==> run_1/metal_stack.png <==
Two of the layers only.
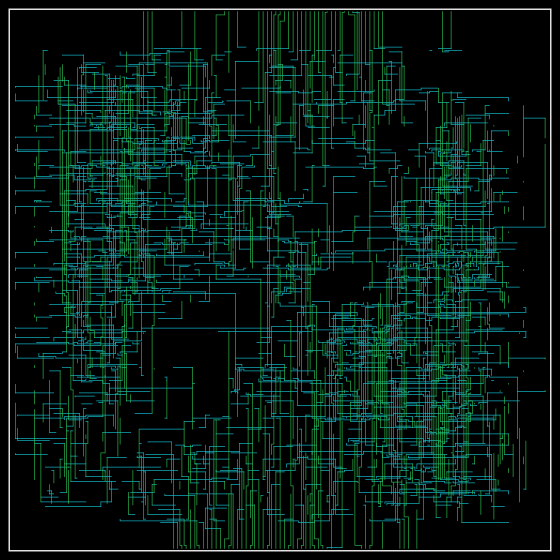
==> run_1/final_clocks.png <==
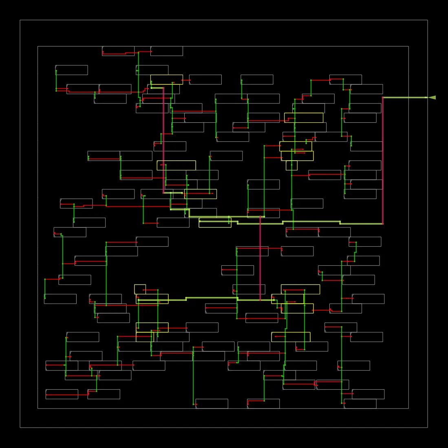
==> run_1/pins.png <==
Pins as bars across the die edge, other pins in grey.
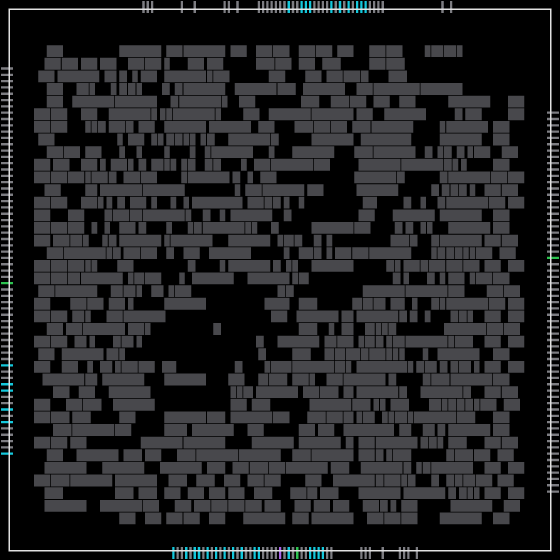
==> config.mk <==
export PLATFORM = sky130hd
export DESIGN_NAME = mem_stage_lsu_flat
export DESIGN_NICKNAME = d
export VERILOG_FILES = /design/src/rtl/mem_stage_lsu_if.sv /design/src/rtl/mem_stage_lsu.sv /design/src/flat_wrapper.sv
export SDC_FILE = /design/constraint.sdc
export NUM_CORES = 1
export LEC_CHECK = 0
export CORE_MARGIN = 5
export CORE_UTILIZATION = 43
export DETAILED_ROUTE_END_ITERATION = 6
export GPL_TIMING_DRIVEN = 0
export PLACE_DENSITY = 0.84
export RECOVER_POWER = 50
export SKIP_CTS_REPAIR_TIMING = 1
export SLEW_MARGIN = 20
export SYNTH_ARGS = -nofsm -noshare
export SYNTH_HDL_FRONTEND = slang
export SYNTH_SLANG_ARGS = --single-unit
==> constraint.sdc <==
create_clock -name clk -period 4.35 [get_ports clk]
set_input_delay 0.6525 -clock clk [delete_from_list [all_inputs] [get_ports clk]]
set_output_delay 0.6525 -clock clk [all_outputs]
set_load 0.02 [all_outputs]
==> out/summary.log, run 1 <==
[route] final routed DRC violation total 0
[setup_path] Critical-path top delay cell clkdlybuf4s50_1
[synthesis] Chip Area, Yosys 0.00486 mm²
[setup_path] WP data arrival 2.98 ns
[synthesis] Avg Cell Area, Syn 10.4 µm²
[layout] commonest cells after routing, fill and taps aside clkdlybuf4s50_1, dfrtp_1, nand2_1, o21ai_0, dlygate4sd3_1
[sta] count of final max-slew check failures 53
[synthesis] Synth Cell Area 0.00486 mm²
[route] final wirelength 15,600 µm
[route] mean number of vias per cell 5.44
[sta] Least-Margin Pin Slew 2.43 ns
[sta] post-layout period usage 83.5%
[outcome] run status finished with violations
[synthesis] post-synthesis share of cell area spent on and-or and or-and gates 11.5%
[synthesis] Largest logic family multiplexers
[clock_tree] Clock Tree Root clkbuf_16
[layout] Post-Layout Inst Area 0.00750 mm²
[setup_path] critical path startpoint category primary input
[layout] layout buffer count excluding clock buffers 241
[sta] number of setup violations in the final report 0
[power_and_ir_drop] Clock Power Share 22.3%
[outcome] violations in the final reports capacitance limit, slew limit
[setup_path] flop-to-flop setup slack 2.33 ns
[power_and_ir_drop] net switching power of the design 1.61 mW
[synthesis] post-synthesis cell count from yosys 465
[setup_path] cells on worst reg2reg path 6
[job] max-capacitance violation count 1
[route] number of iterations in the first detailed-routing pass 6
[synthesis] number of synthesized register bits 106
[layout] Seq. cell area 0.00265 mm²
[layout] number of multi-input logic gates 323
[sta] minimum hold slack 0.476 ns
[sta] total negative slack for setup checks 0 ns
[hold_path] HP Class flip-flop to flip-flop
[layout] synthesis-to-finish area growth 54.5%
[setup_path] critical-path cell list clkdlybuf4s50_1 > o21ai_1 > o2111ai_2 > buf_2 > buf_2 > nand2_1 > clkdlybuf4s50_1
[power_and_ir_drop] PD cells 600 mW/mm²
[sta] Fmax achieved 275 MHz
[place] global placer's final weighted congestion 0.918
[synthesis] area fraction in mux cells 15.1%
[layout] number of nets in the final layout 789
[synthesis] Synth warnings 0
[power_and_ir_drop] power drawn by the combinational cells 1.94 mW
[clock_tree] TritonCTS Buffers 9
[layout] proportion of layout cells with a drive suffix above 1 10.2%
[power_and_ir_drop] group drawing the most power combinational logic
[layout] count of inverters not on the clock network in the layout 3
-- metal_stack.png (at the start) --
layer	colour	wire length
met2	green	7,750 µm
met1	cyan	5,820 µm
Global Route Usage Sum: 22.9%
via total after detailed routing: 4,509
routed wire length per instance: 18.8 µm

-- final_clocks.png (at the start) --
Worst Clk Skew: 0.00871 ns
P_clk: 1.00 mW
Worst-Skew Late Latency: 0.34 ns

-- pins.png (at the start) --
port	colour	pins	direction	edge
`dmem_dmem_ready`	purple	1	input	bottom
`alu_result_m`	cyan	32	input	16 bottom, 10 top, 6 left
`funct3_m`	green	3	input	1 right, 1 left, 1 bottom
all pins by edge	62 left, 61 right, 46 bottom, 40 top
tally of buffers added on design ports: 206
die extent in y: 116 µm
Die Width: 116 µm

[run 1: cell usage after synthesis (all sizes together)]
cell type and number:
a311o 1, nand2 94, nor2b 4, nand2b 3, or3 3, nand3 32
or2 1, and4bb 1, nor3b 1, o21a 1, a2bb2oi 1, a211o 1
dfrtp 106, clkinv 1, o2111ai 1, buf 12, nor2 10, clkbuf 22
o21ai 49, conb 1, a31oi 2, xnor2 1, o211a 1, o31ai 16
mux2 43, or4 1, and2 1, a222oi 6, nand3b 9, mux2i 25
a21oi 11, nand4bb 1, o21bai 1, inv 2
[run 1: metal layers]
layer | global-route usage [%] | up-vias | wire length, µm
li1 | - | 2081 | -
met1 | 28.1 | 2147 | 5820
met2 | 39.1 | 253 | 7750
met3 | 6.48 | 28 | 1660
met4 | 7.19 | 0 | 316
met5 | 0 | - | 0
==> run_1/registers.png <==
Scale bar: 20 µm. Other sequential cells in the stronger grey, the rest of the logic in the fainter grey.
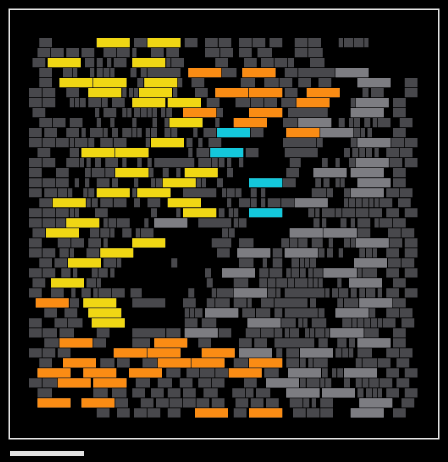

==> run 2: changes to the inputs <==
--- a/config.mk
+++ b/config.mk
@@ -6,10 +6,10 @@
 export NUM_CORES = 1
 export LEC_CHECK = 0
 export CORE_MARGIN = 5
-export CORE_UTILIZATION = 43
+export CORE_UTILIZATION = 39
 export DETAILED_ROUTE_END_ITERATION = 6
 export GPL_TIMING_DRIVEN = 0
-export PLACE_DENSITY = 0.84
+export PLACE_DENSITY = 0.81
 export RECOVER_POWER = 50
 export SKIP_CTS_REPAIR_TIMING = 1
 export SLEW_MARGIN = 20
==> constraint.sdc (replaced) <==
create_clock -name clk -period 3.2 [get_ports clk]
set_input_delay 0.48 -clock clk [delete_from_list [all_inputs] [get_ports clk]]
set_output_delay 0.48 -clock clk [all_outputs]
set_load 0.02 [all_outputs]
==> run_2/registers.png <==
Scale bar: 20 µm. Other sequential cells in the stronger grey, the rest of the logic in the fainter grey.
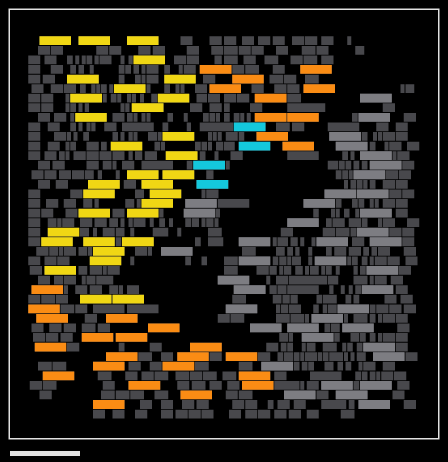
signal	colour	sequential cells
`u_core.dmem.dmem_addr`	orange	30
`u_core.dmem.dmem_wdata`	yellow	32
`u_core.dmem.dmem_wstrb`	cyan	4
not coloured	40
Seq power: 2.12 mW
sequential cell area share: 35.3%

==> run 2 against run 1 <==
  * The flow now finishes without violations
  * First-iteration DRC count up 48%
  * Register-to-register slack worse by 1.1 ns
  * Combinational power rose by 36%
  * Largest power group unchanged
  * Highest routed layer unchanged
==> out/summary.log, run 2 <==
[synthesis] prevailing post-synth register cell dfrtp_1
[floorplan] Die Width 122 µm
[setup_path] Critical-path top delay cell clkdlybuf4s50_1
[layout] Post-Layout Inst Area 0.00751 mm²
[clock_tree] Worst-Skew Late Latency 0.35 ns
[power_and_ir_drop] power drawn by the combinational cells 2.64 mW
[setup_path] critical path startpoint category primary input
[layout] proportion of layout cells with a drive suffix above 1 11.0%
[power_and_ir_drop] Clock Power Share 19.9%
[layout] Seq. cell area 0.00265 mm²
[setup_path] flop-to-flop setup slack 1.24 ns
[synthesis] share of async-settable or async-resettable flops after synthesis 100%
[route] number of iterations in the first detailed-routing pass 6
[route] via total after detailed routing 4,561
[synthesis] Largest logic family multiplexers
[place] tally of buffers added on design ports 206
[synthesis] most repeated cell in the gate-level netlist after synthesis dfrtp_1
[power_and_ir_drop] PD cells 792 mW/mm²
[synthesis] number of enable flip-flop cells 0
[floorplan] die extent in y 122 µm
[route] Routed met3 length 1600 µm
[synthesis] post-synthesis cell count from yosys 465
[route] final routed DRC violation total 0
[sta] post-layout period usage 89.8%
[route] mean number of vias per cell 5.32
[power_and_ir_drop] group drawing the most power combinational logic
[synthesis] Synth warnings 0
[route] final wirelength 15,900 µm
[synthesis] commonest cells in the synthesized netlist dfrtp_1, nand2_1, o21ai_0, mux2_2, nand3_1
[global_routing] Global Route Usage Sum 21.4%
[synthesis] number of synthesized register bits 106
[setup_path] WP data arrival 2.39 ns
[power_and_ir_drop] net switching power of the design 2.19 mW
[sta] Worst Clk Skew 0.00800 ns
[synthesis] post-synthesis share of cell area spent on and-or and or-and gates 11.5%
[synthesis] Synth Cell Area 0.00486 mm²
[clock_tree] TritonCTS Buffers 9
[global_routing] global-route met1 utilization 25.8%
[outcome] run status finished, final reports clean
[layout] number of nets in the final layout 791
[route] routed wire length per instance 18.5 µm
## run 2: cell type report
| class | instances | area share (%) |
|---|---|---|
| flip-flops and latches | 106 | 35.3 |
| clock buffers | 10 | 3.18 |
| repair buffers | 209 | 28.1 |
| multi-input cells | 323 | 27.4 |
| clock inverters | 5 | 1.05 |
| well taps | 168 | 2.80 |
| inverters | 3 | 0.167 |
| plain buffers | 34 | 2.03 |
## run 2: stage by stage
| step | setup WS [ns] | hold slack, ns | TNS (ns) |
|---|---|---|---|
| 2_1_floorplan | 1.20 | 0.532 | 0 |
| 3_3_place_gp | -0.121 | 0.461 | -0.121 |
| 3_5_place_dp | -0.141 | 0.473 | -0.141 |
| 4_1_cts | -0.158 | 0.482 | -0.158 |
| 5_1_grt | 0.134 | 0.502 | 0 |
| 6_report | 0.326 | 0.475 | 0 |
No activity file was given, so power comes from the tool's default toggle rates.
